==> images/final_congestion.png <==
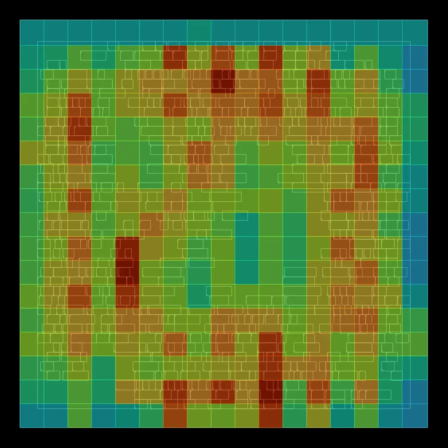
==> images/metal_stack.png <==
Bar = 20 microns.
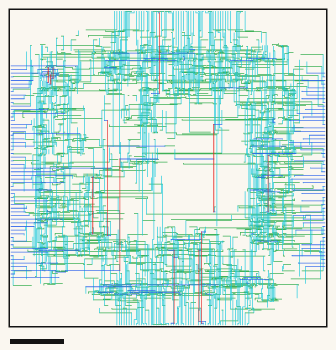
==> images/gate_families.png <==
Bar = 20 microns.
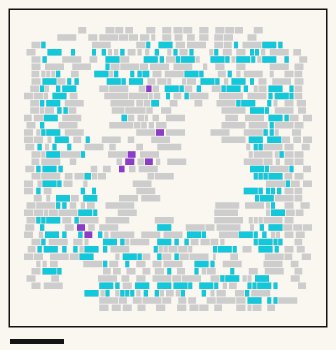
==> images/zoom.png <==
Bar = 5 microns. Window x 49 to 69, y 72 to 92 microns. Cells in gray, sequential cells in the stronger gray; small squares are vias.
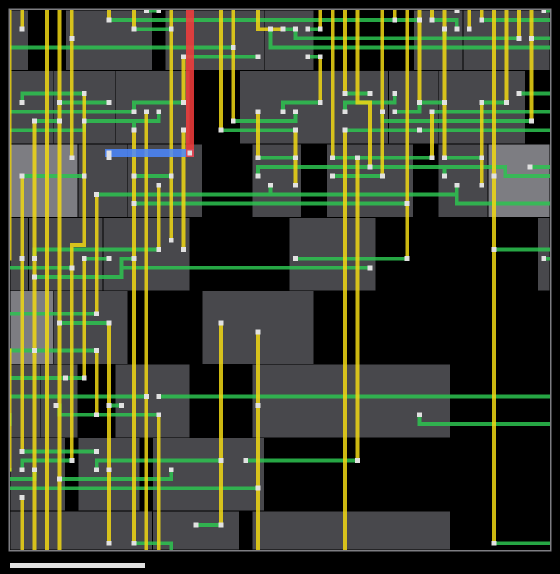
$ cat src/rtl/regfile_wr_arbiter_if.sv
// Bundles the two requester channels and the register-file write port
// that the write-port arbiter sits between.
interface regfile_wr_arbiter_if #(
   parameter int DATA_W = 64,
   parameter int ADDR_W = 5
);
   logic              req0_valid;
   logic [ADDR_W-1:0] req0_addr;
   logic [DATA_W-1:0] req0_data;
   logic              req0_ready;
   logic              req1_valid;
   logic [ADDR_W-1:0] req1_addr;
   logic [DATA_W-1:0] req1_data;
   logic              req1_ready;
   logic              wr_stall;
   logic              RegWrite;
   logic [ADDR_W-1:0] WriteRegister;
   logic [DATA_W-1:0] WriteData;
   logic              mux_sel;

   // Requesters and the register file together form the master side.
   modport master (
      output req0_valid, req0_addr, req0_data,
      output req1_valid, req1_addr, req1_data,
      output wr_stall,
      input  req0_ready, req1_ready,
      input  RegWrite, WriteRegister, WriteData, mux_sel
   );

   modport slave (
      input  req0_valid, req0_addr, req0_data,
      input  req1_valid, req1_addr, req1_data,
      input  wr_stall,
      output req0_ready, req1_ready,
      output RegWrite, WriteRegister, WriteData, mux_sel
   );
endinterface

$ cat src/rtl/regfile_wr_arbiter.sv
// Round-robin arbiter sharing the single register-file write port between
// ALU writeback (req0) and load-data return (req1); the winner is registered.
module regfile_wr_arbiter #(
   parameter int DATA_W   = 64,
   parameter int ADDR_W   = 5,
   parameter int ZERO_REG = 31
) (
   input logic                 clk,
   input logic                 reset_n,
   regfile_wr_arbiter_if.slave bus
);

   logic              lastGrant_q,     lastGrant_d;
   logic              regWrite_q,      regWrite_d;
   logic [ADDR_W-1:0] writeRegister_q, writeRegister_d;
   logic [DATA_W-1:0] writeData_q,     writeData_d;
   logic              muxSel_q,        muxSel_d;

   logic              grant0;
   logic              grant1;
   logic              winnerSel;
   logic [ADDR_W-1:0] winnerAddr;
   logic [DATA_W-1:0] winnerData;

   // Grants are suppressed in reset so no transfer is consumed and then lost.
   always_comb begin
      grant0 = 1'b0;
      grant1 = 1'b0;
      if (reset_n && !bus.wr_stall) begin
         if (bus.req0_valid && (!bus.req1_valid || lastGrant_q)) begin
            grant0 = 1'b1;
         end else if (bus.req1_valid) begin
            grant1 = 1'b1;
         end
      end
   end

   always_comb begin
      winnerSel  = grant1;
      winnerAddr = grant1 ? bus.req1_addr : bus.req0_addr;
      winnerData = grant1 ? bus.req1_data : bus.req0_data;
   end

   // Writes to the hardwired-zero register are consumed but never enabled.
   always_comb begin
      lastGrant_d     = lastGrant_q;
      regWrite_d      = regWrite_q;
      writeRegister_d = writeRegister_q;
      writeData_d     = writeData_q;
      muxSel_d        = muxSel_q;
      if (!bus.wr_stall) begin
         if (grant0 || grant1) begin
            lastGrant_d     = winnerSel;
            muxSel_d        = winnerSel;
            writeRegister_d = winnerAddr;
            writeData_d     = winnerData;
            regWrite_d      = (winnerAddr != ADDR_W'(ZERO_REG));
         end else begin
            regWrite_d = 1'b0;
         end
      end
   end

   always_ff @(posedge clk) begin
      if (!reset_n) begin
         lastGrant_q     <= 1'b1;
         regWrite_q      <= 1'b0;
         writeRegister_q <= '0;
         writeData_q     <= '0;
         muxSel_q        <= 1'b0;
      end else begin
         lastGrant_q     <= lastGrant_d;
         regWrite_q      <= regWrite_d;
         writeRegister_q <= writeRegister_d;
         writeData_q     <= writeData_d;
         muxSel_q        <= muxSel_d;
      end
   end

   assign bus.req0_ready    = grant0;
   assign bus.req1_ready    = grant1;
   assign bus.RegWrite      = regWrite_q;
   assign bus.WriteRegister = writeRegister_q;
   assign bus.WriteData     = writeData_q;
   assign bus.mux_sel       = muxSel_q;

endmodule

$ cat src/flat_wrapper.sv
// flat-port wrapper written by rule: the top's interface ports become plain ports
module regfile_wr_arbiter_flat 
#(
   parameter int DATA_W   = 64,
   parameter int ADDR_W   = 5,
   parameter int ZERO_REG = 31
)
  (clk, reset_n, bus_req0_valid, bus_req0_addr, bus_req0_data, bus_req1_valid, bus_req1_addr, bus_req1_data, bus_wr_stall, bus_req0_ready, bus_req1_ready, bus_RegWrite, bus_WriteRegister, bus_WriteData, bus_mux_sel);
  regfile_wr_arbiter_if #(.DATA_W(DATA_W), .ADDR_W(ADDR_W)) bus_i ();
  input logic clk;
  input logic reset_n;
  input wire logic [$bits(bus_i.req0_valid)-1:0] bus_req0_valid;
  input wire logic [$bits(bus_i.req0_addr)-1:0] bus_req0_addr;
  input wire logic [$bits(bus_i.req0_data)-1:0] bus_req0_data;
  input wire logic [$bits(bus_i.req1_valid)-1:0] bus_req1_valid;
  input wire logic [$bits(bus_i.req1_addr)-1:0] bus_req1_addr;
  input wire logic [$bits(bus_i.req1_data)-1:0] bus_req1_data;
  input wire logic [$bits(bus_i.wr_stall)-1:0] bus_wr_stall;
  output wire logic [$bits(bus_i.req0_ready)-1:0] bus_req0_ready;
  output wire logic [$bits(bus_i.req1_ready)-1:0] bus_req1_ready;
  output wire logic [$bits(bus_i.RegWrite)-1:0] bus_RegWrite;
  output wire logic [$bits(bus_i.WriteRegister)-1:0] bus_WriteRegister;
  output wire logic [$bits(bus_i.WriteData)-1:0] bus_WriteData;
  output wire logic [$bits(bus_i.mux_sel)-1:0] bus_mux_sel;
  assign bus_i.req0_valid = bus_req0_valid;
  assign bus_i.req0_addr = bus_req0_addr;
  assign bus_i.req0_data = bus_req0_data;
  assign bus_i.req1_valid = bus_req1_valid;
  assign bus_i.req1_addr = bus_req1_addr;
  assign bus_i.req1_data = bus_req1_data;
  assign bus_i.wr_stall = bus_wr_stall;
  assign bus_req0_ready = bus_i.req0_ready;
  assign bus_req1_ready = bus_i.req1_ready;
  assign bus_RegWrite = bus_i.RegWrite;
  assign bus_WriteRegister = bus_i.WriteRegister;
  assign bus_WriteData = bus_i.WriteData;
  assign bus_mux_sel = bus_i.mux_sel;
  regfile_wr_arbiter #(.DATA_W(DATA_W), .ADDR_W(ADDR_W), .ZERO_REG(ZERO_REG)) u_core (.clk(clk), .reset_n(reset_n), .bus(bus_i));
endmodule
$ cat config.mk
export PLATFORM = sky130hd
export DESIGN_NAME = regfile_wr_arbiter_flat
export DESIGN_NICKNAME = d
export VERILOG_FILES = /design/src/rtl/regfile_wr_arbiter_if.sv /design/src/rtl/regfile_wr_arbiter.sv /design/src/flat_wrapper.sv
export SDC_FILE = /design/constraint.sdc
export NUM_CORES = 1
export LEC_CHECK = 0
export CORE_MARGIN = 5
export CORE_UTILIZATION = 36
export CTS_CLUSTER_SIZE = 12
export DETAILED_ROUTE_END_ITERATION = 7
export PLACE_DENSITY = 0.77
export SLEW_MARGIN = 5
export SYNTH_ARGS = -nofsm -noshare
export SYNTH_HDL_FRONTEND = slang
export SYNTH_SLANG_ARGS = --single-unit
$ cat constraint.sdc
create_clock -name clk -period 1.4 [get_ports clk]
set_input_delay 0.28 -clock clk [delete_from_list [all_inputs] [get_ports clk]]
set_output_delay 0.28 -clock clk [all_outputs]
set_load 0.005 [all_outputs]
==> results_dict.tcl <==
# flow metrics
set metrics [dict create \
    layout_top_cells "clkdlybuf4s50_1, dlygate4sd2_1, dfxtp_1" \
    synthAoiAreaFrac_pct 42.35 \
    nWellTaps 143 \
    gp_congestion 0.8056 \
    crit_buf_inv 4 \
    insertedDiodeCount 0 \
    critical_path_cell_count 7 \
    fp-row-count 39 \
    worstHoldStart "reset_n" \
    clock_latency_ns 0.32 \
    min_path_cells 3 \
    post-cts-setup-buffers 1 \
    totalPowerFinal_uw 6297 \
    htreeDepth 3 \
    fp_util_pct 36.59 \
    n_fill_cell 1005 \
    vdd_drop_max_v 0.0006141 \
    comb_cell_power_uw 1550 \
    synthFlopType "dfxtp_1" \
    ys_seq_share_pct 34.50 \
    regArea_sq_mm 0.001443 \
    grt_start_max_net_pins 40 \
    io_pins 216 \
    min_period_ns 1.363 \
    clk_pin_slew_ns 0.06 \
    die_w_microns 117.7 \
    seq_cells 72 \
    power_density_mw_per_mm2 927.7 \
    critPathKind "in -> reg" \
    layout-drive-gt1-share_pct 21.32 \
    ant_nets 0 \
    top_layer_used "met4" \
    worst_slack_ns 0.03707 \
    drv_slew 0 \
    ff2ff_path_depth 5 \
    ys_warn_count 0 \
    maxCapViolCount 0 \
    placed_cells 760 \
    finalCritPeriodShare_pct 97.35 \
    required_ns 1.63 \
    die_h_microns 117.7 \
    grt-ovfl-total 0 \
    cts_buffer_depth 2 \
    comb_area_sq_mm 0.002231 \
    power_leakage_uw 0.002513 \
    edf_count 0 \
    core_sq_mm 0.01142 \
    startpoint_type "input pin" \
    holdBufCountCts 0 \
    async_flop_share_pct 0 \
    hpwl_mm 10.63 \
    drcViolationCount 0 \
    clockRootBuffer "clkbuf_16" \
    yosys_area_sq_mm 0.004178 \
    dr_wl_met2_mm 7.722 \
    cp_slowest_stage_delay_ns 0.29 \
    tool_warnings 27 \
    clkCellAreaFrac_pct 4.737 \
    p_int_uw 4684 \
    syn_inst 431 \
    top_cells_by_count "dfxtp_1, a21oi_1, a311oi_2, nand3_1, o21ai_0" \
    clock_skew_ns 0.008064 \
    area_delta_synth_final_pct 62.47 \
    hold_viol 0 \
    inv_count 2 \
    io_buffers 215 \
    p_clk_uw 2490 \
    grt_pass1_vias 4630 \
    yosys.area.top_type "dfxtp_1" \
    clock_sinks 72 \
    synthMuxAreaShare_pct 0 \
    place_area_sq_mm 0.006429 \
    pwr-share-seq_pct 35.8 \
    use_met1_pct 24.57 \
    yosysUniqueCellTypes 30 \
    seq_share_pct 21.25 \
    r2r_slack_ns 0.08 \
    timing.fmax_mhz 733.7 \
    cp_max_fo 16 \
    wl_met3_mm 1.289 \
    slowest_stage "and3b_2" \
    grt_pass1_wl_mm 23.80 \
    num-multi-input-gates 295 \
    ys_cells 431 \
    end_kind "register" \
    worstPathCellList "clkdlybuf4s15_1, buf_4, and3b_2, buf_12, clkbuf_16, nand3_1, a311oi_2" \
    cts_tree "built" \
    synth_nets 574 \
    logic_family "AND-OR/OR-AND gates" \
    dr.pass1.iters 5 \
    yosysTopAreaCellShare_pct 34.50 \
    setup_viol 0 \
    critPathArrivalTime_ns 1.60 \
    hp-class "in -> reg" \
    top_cell "dfxtp_1" \
    worst_pin_slew_ns 0.3688 \
    path_delay_family "buffers and inverters" \
    swShare_pct 25.62 \
    die_area_sq_mm 0.01386 \
    synth_area_sq_mm 0.004178 \
    holdWs_ns 0.3520 \
    clock_buffers 12 \
    worst_r2r_endpoint "u_core.bus.WriteData[38]" \
    fin_tns_setup_ns 0 \
    avgSynthCellArea_sq_um 9.693 \
    simple_gate_area_share_pct 10.72 \
    maxPowerGroup "clock" \
    largest_reg_flops 64 \
    ys_sh_adder_pct 0 \
    nets 777 \
    numCtsBuffers 9 \
    clockPowerShare_pct 39.6 \
    slew_headroom_pct 75.41 \
    regToRegStartpoint "u_core.lastGrant_q" \
    topCellsByArea "dfxtp_1, a311oi_2, a21oi_1" \
    status "finished clean" \
]
-- final_congestion.png (at the start) --
GRT Overall Usage: 20.44%
met2 usage: 35.18%
final core utilization: 59.45%
Top Usage Layer GRT: met2

-- metal_stack.png (at the start) --
| color | layer | wire length |
|---|---|---|
| green | met1 | 6100 microns |
| cyan | met2 | 7720 microns |
| red | met4 | 290 microns |
| blue | met3 | 1290 microns |
final WL: 15.40 mm
via count: 4474
WL per Instance: 19.72 microns

-- gate_families.png (at the start) --
| color | family | cells |
|---|---|---|
| cyan | inverting AOI/OAI gates | 211 |
| purple | AND and OR gates | 8 |
fraction of area in multi-input gates: 32.87%
Post-Layout Cell Count: 781
most frequent logic cell in the layout: clkdlybuf4s50_1

-- zoom.png (at the start) --
| color | layer |
|---|---|
| yellow | met2 |
| blue | met3 |
| red | met4 |
| green | met1 |
most frequent: buf_4 (5), dlygate4sd2_1 (4)
cells with their middle in the window: 30
sequential cells in the window: 0

Power figures rest on the tool's default switching activity, not on a simulated workload.
